**The metal 2 layer**

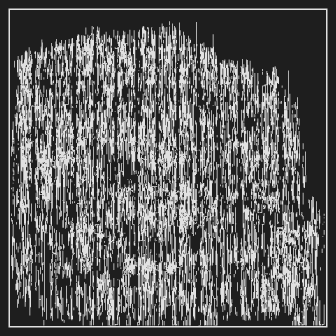
**Placement density heat map**

The bar under the picture is 50 µm long. The die is cut into 21 by 21 equal tiles; black is low, pale yellow is high, 0 to 100% covered.
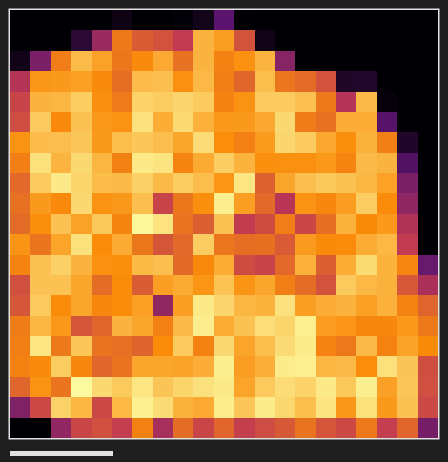
$ cat src/rtl/lane_pkg.sv
// Shared types for the lane-detection edge path: magnitude mode, per-beat
// sideband and the default gradient threshold.
package lane_pkg;

  typedef enum logic {
    MAG_L2SQ = 1'b0,
    MAG_L1   = 1'b1
  } mag_mode_e;

  localparam int unsigned THRESH_DEFAULT = 22500;

  // Threshold width carried in the sideband; matches 2*GRAD_W for 16-bit gradients.
  localparam int THR_W = 32;

  typedef struct packed {
    logic             eol;
    logic             eof;
    mag_mode_e        mode;
    logic [THR_W-1:0] thr;
  } beat_side_t;

endpackage

$ cat src/rtl/grad_mag.sv
// Two-stage gradient magnitude: absolute values, then squared-L2 or L1 sum
// with saturation. Stages advance together on en.
module grad_mag
  import lane_pkg::*;
#(
  parameter int GRAD_W = 16,
  parameter int MAG_W  = 2*GRAD_W
) (
  input  logic                     clk,
  input  logic                     rst_n,
  input  logic                     en,
  input  logic                     in_vld,
  input  logic signed [GRAD_W-1:0] gx,
  input  logic signed [GRAD_W-1:0] gy,
  input  mag_mode_e                mode,
  output logic                     out_vld,
  output logic        [MAG_W-1:0]  mag
);

  localparam int SUM_W = 2*GRAD_W + 1;

  // The most negative input maps to 2^(GRAD_W-1), which still fits unsigned.
  function automatic logic [GRAD_W-1:0] abs_grad(input logic signed [GRAD_W-1:0] g);
    return g[GRAD_W-1] ? $unsigned(-g) : $unsigned(g);
  endfunction

  function automatic logic [MAG_W-1:0] sat_mag(input logic [SUM_W-1:0] s);
    return (|s[SUM_W-1:MAG_W]) ? {MAG_W{1'b1}} : s[MAG_W-1:0];
  endfunction

  logic              vld_p0, vld_p1;
  logic [GRAD_W-1:0] ax_p0, ay_p0;
  logic [SUM_W-1:0]  sq_sum, l1_sum;
  logic [MAG_W-1:0]  mag_p1;

  always_ff @(posedge clk or negedge rst_n) begin
    if (!rst_n) begin
      vld_p0 <= 1'b0;
      vld_p1 <= 1'b0;
    end else if (en) begin
      vld_p0 <= in_vld;
      vld_p1 <= vld_p0;
    end
  end

  // Stage 1: absolute values
  always_ff @(posedge clk) begin
    if (en) begin
      ax_p0 <= abs_grad(gx);
      ay_p0 <= abs_grad(gy);
    end
  end

  always_comb begin
    sq_sum = SUM_W'(ax_p0) * SUM_W'(ax_p0) + SUM_W'(ay_p0) * SUM_W'(ay_p0);
    l1_sum = SUM_W'(ax_p0) + SUM_W'(ay_p0);
  end

  // Stage 2: magnitude; mode belongs to the beat currently in stage 1
  always_ff @(posedge clk) begin
    if (en) begin
      mag_p1 <= (mode == MAG_L1) ? sat_mag(l1_sum) : sat_mag(sq_sum);
    end
  end

  assign out_vld = vld_p1;
  assign mag     = mag_p1;

endmodule

$ cat src/rtl/edge_detect_pipe.sv
// Streaming gradient-threshold edge detector: valid/ready front end, frame
// config latch, 3-stage stallable pipeline and per-frame edge counter.
module edge_detect_pipe
  import lane_pkg::*;
#(
  parameter int          GRAD_W     = 16,
  parameter int          MAG_W      = 2*GRAD_W,
  parameter int unsigned THRESH_RST = THRESH_DEFAULT,
  parameter int          CNT_W      = 20
) (
  input  logic                     clk,
  input  logic                     rst_n,
  input  logic                     s_valid,
  output logic                     s_ready,
  input  logic signed [GRAD_W-1:0] s_gx,
  input  logic signed [GRAD_W-1:0] s_gy,
  input  logic                     s_sof,
  input  logic                     s_eol,
  input  logic                     s_eof,
  input  logic                     cfg_mode,
  input  logic        [MAG_W-1:0]  cfg_thresh,
  output logic                     m_valid,
  input  logic                     m_ready,
  output logic                     m_edge,
  output logic        [MAG_W-1:0]  m_mag,
  output logic                     m_eol,
  output logic                     m_eof,
  output logic                     frame_done,
  output logic        [CNT_W-1:0]  frame_edges
);

  function automatic logic [CNT_W-1:0] sat_inc(input logic [CNT_W-1:0] c);
    return (&c) ? c : c + 1'b1;
  endfunction

  logic             advance, xfer_in, out_xfer;
  mag_mode_e        act_mode;
  logic [MAG_W-1:0] act_thr;
  beat_side_t       side_in, side_p0;
  logic             eol_p1, eof_p1;
  logic [THR_W-1:0] thr_p1;
  logic             vld_p1;
  logic [MAG_W-1:0] mag_p1;
  logic [CNT_W-1:0] edge_cnt, cnt_next;

  assign advance  = !m_valid || m_ready;
  assign s_ready  = advance;
  assign xfer_in  = s_valid && advance;
  assign out_xfer = m_valid && m_ready;

  // A sof beat uses the freshly sampled config itself, not the stale latch.
  always_comb begin
    side_in.eol  = s_eol;
    side_in.eof  = s_eof;
    side_in.mode = s_sof ? mag_mode_e'(cfg_mode) : act_mode;
    side_in.thr  = THR_W'(s_sof ? cfg_thresh : act_thr);
  end

  always_ff @(posedge clk or negedge rst_n) begin
    if (!rst_n) begin
      act_mode <= MAG_L2SQ;
      act_thr  <= MAG_W'(THRESH_RST);
    end else if (xfer_in && s_sof) begin
      act_mode <= mag_mode_e'(cfg_mode);
      act_thr  <= cfg_thresh;
    end
  end

  grad_mag #(
    .GRAD_W (GRAD_W),
    .MAG_W  (MAG_W)
  ) u_grad_mag (
    .clk     (clk),
    .rst_n   (rst_n),
    .en      (advance),
    .in_vld  (xfer_in),
    .gx      (s_gx),
    .gy      (s_gy),
    .mode    (side_p0.mode),
    .out_vld (vld_p1),
    .mag     (mag_p1)
  );

  // Stages 1-2: sideband rides alongside the magnitude datapath
  always_ff @(posedge clk) begin
    if (advance) begin
      side_p0 <= side_in;
      eol_p1  <= side_p0.eol;
      eof_p1  <= side_p0.eof;
      thr_p1  <= side_p0.thr;
    end
  end

  // Stage 3: threshold compare and output register
  always_ff @(posedge clk or negedge rst_n) begin
    if (!rst_n) begin
      m_valid <= 1'b0;
      m_edge  <= 1'b0;
      m_mag   <= '0;
      m_eol   <= 1'b0;
      m_eof   <= 1'b0;
    end else if (advance) begin
      m_valid <= vld_p1;
      m_edge  <= vld_p1 && (mag_p1 > MAG_W'(thr_p1));
      m_mag   <= mag_p1;
      m_eol   <= vld_p1 && eol_p1;
      m_eof   <= vld_p1 && eof_p1;
    end
  end

  assign cnt_next = m_edge ? sat_inc(edge_cnt) : edge_cnt;

  always_ff @(posedge clk or negedge rst_n) begin
    if (!rst_n) begin
      edge_cnt    <= '0;
      frame_edges <= '0;
      frame_done  <= 1'b0;
    end else begin
      frame_done <= 1'b0;
      if (out_xfer) begin
        if (m_eof) begin
          frame_edges <= cnt_next;
          edge_cnt    <= '0;
          frame_done  <= 1'b1;
        end else begin
          edge_cnt <= cnt_next;
        end
      end
    end
  end

endmodule

$ cat config.mk
export PLATFORM = sky130hd
export DESIGN_NAME = edge_detect_pipe
export DESIGN_NICKNAME = d
export VERILOG_FILES = /design/src/rtl/lane_pkg.sv /design/src/rtl/grad_mag.sv /design/src/rtl/edge_detect_pipe.sv
export SDC_FILE = /design/constraint.sdc
export NUM_CORES = 2
export LEC_CHECK = 0
export ABC_CLOCK_PERIOD_IN_PS = 9900
export CAP_MARGIN = 20
export CORE_MARGIN = 1.5
export CORE_UTILIZATION = 63
export CTS_CLUSTER_DIAMETER = 40
export DETAILED_ROUTE_END_ITERATION = 8
export PLACE_DENSITY = 0.87
export SYNTH_ARGS = -nofsm -noshare
export SYNTH_HDL_FRONTEND = slang
export SYNTH_SLANG_ARGS = --single-unit
$ cat constraint.sdc
create_clock -name clk -period 9.9 [get_ports clk]
set_clock_uncertainty 0.05 [all_clocks]
set_input_delay 1.98 -clock clk [delete_from_list [all_inputs] [get_ports clk]]
set_output_delay 1.98 -clock clk [all_outputs]
set_load 0.02 [all_outputs]
==> impl_metrics.json <==
{
  "cp-startpoint": "u_grad_mag.ax_p0[2]",
  "final_area_um2": 29200,
  "topCellsByArea": "fa_1 29%, edfxtp_1 15%, ha_1 12%, dfrtp_1 9.7%, inv_1 8.3%",
  "ys_sh_aoi": 0.0665,
  "ys_area_um2": 26500,
  "ys_cells": 2611,
  "finalMaxSlewViolations": 0,
  "cp_top_family": "adder cells",
  "area_delta_synth_final_pct": 10.2,
  "top_layer": "met5",
  "tns_ns": 0,
  "top_cells_by_count": "586 x inv_1, 383 x fa_1, 300 x nand2_1",
  "final.setup.worst_slack_ns": 1.33,
  "route.vias.total": 18700,
  "pin_count": 130,
  "path_max_fanout": 20,
  "clk_pin_slew_worst_paths_ns": 0.06,
  "place_hpwl_um": 49300,
  "antenna_left": 0,
  "hold_path.class": "flop to flop",
  "drt_iter0_drc": 1511,
  "status": "completed",
  "drt_pass1_iterations": 5,
  "cts_tree": "yes",
  "cp_cell_sequence": "nand2_1, fa_1, inv_1, fa_1, inv_1, fa_1, fa_1, fa_1, inv_1, fa_1, fa_1, inv_1, fa_1, inv_1, ha_1, o21a_1, o21ai_0, o31ai_1, o31ai_1, o21ai_0, a311oi_1, xor2_1, a21oi_1",
  "clockBufferDepth": 3,
  "logic_family": "adder cells",
  "slowest_delay_ns": 0.82,
  "holdBufCountCts": 0,
  "flop_cell": "edfxtp_1",
  "syn_avg_cell_area_um2": 10.1,
  "ys_sh_mux": 0.0293,
  "async_flop_share": 0.457,
  "antenna_found_initial": 1,
  "grtUsageMet3": 0.0463,
  "track_usage": 0.301,
  "dp.cells": 3203,
  "dpl_cell_area_um2": 28300,
  "post-route-drc-count": 0,
  "crit_end": "u_grad_mag.mag[29]",
  "fin_crit_ns": 8.57,
  "synth-seq-cells": 245,
  "worst_pin_slew_ns": 0.987,
  "diodes": 0,
  "htreeDepth": 1,
  "io_buffers": 129,
  "grt_first_pass_wirelength_um": 103000,
  "edf_count": 133,
  "use_met2": 0.528,
  "crit_buf_inv": 5,
  "num_rows": 74,
  "worstReg2RegEnd": "u_grad_mag.mag[29]",
  "max_slew_margin": 0.342
}
Back to the opening pictures, 'the metal 2 layer':
nets with wire on the layer: 3039
longest straight run: 52.8 µm
wire length on this layer: 31.7 mm

Back to the opening pictures, 'placement density heat map':
nearly empty tiles: 12%
mean over tiles: 66%
tiles over 75% full: 53%
emptiest ninth of the die: north-east

-- registers in the layout (all words and copies together), names as in the netlist, 16 cells and up --
register          count
act_thr              32
edge_cnt             20
frame_edges          20
m_mag                32
side_p0              35
thr_p1               32
u_grad_mag.ax_p0     16
u_grad_mag.ay_p0     16
u_grad_mag.mag       32
-- cell type report --
| class | instances | area (µm²) |
|---|---|---|
| Multi-Input combinational cell | 1686 | 17100 |
| Fill cell | 2865 | 11900 |
| Sequential cell | 245 | 6810 |
| Inverter | 586 | 2200 |
| Timing Repair Buffer | 155 | 1500 |
| Clock buffer | 36 | 731 |
| Tap cell | 532 | 666 |
| Clock inverter | 11 | 140 |
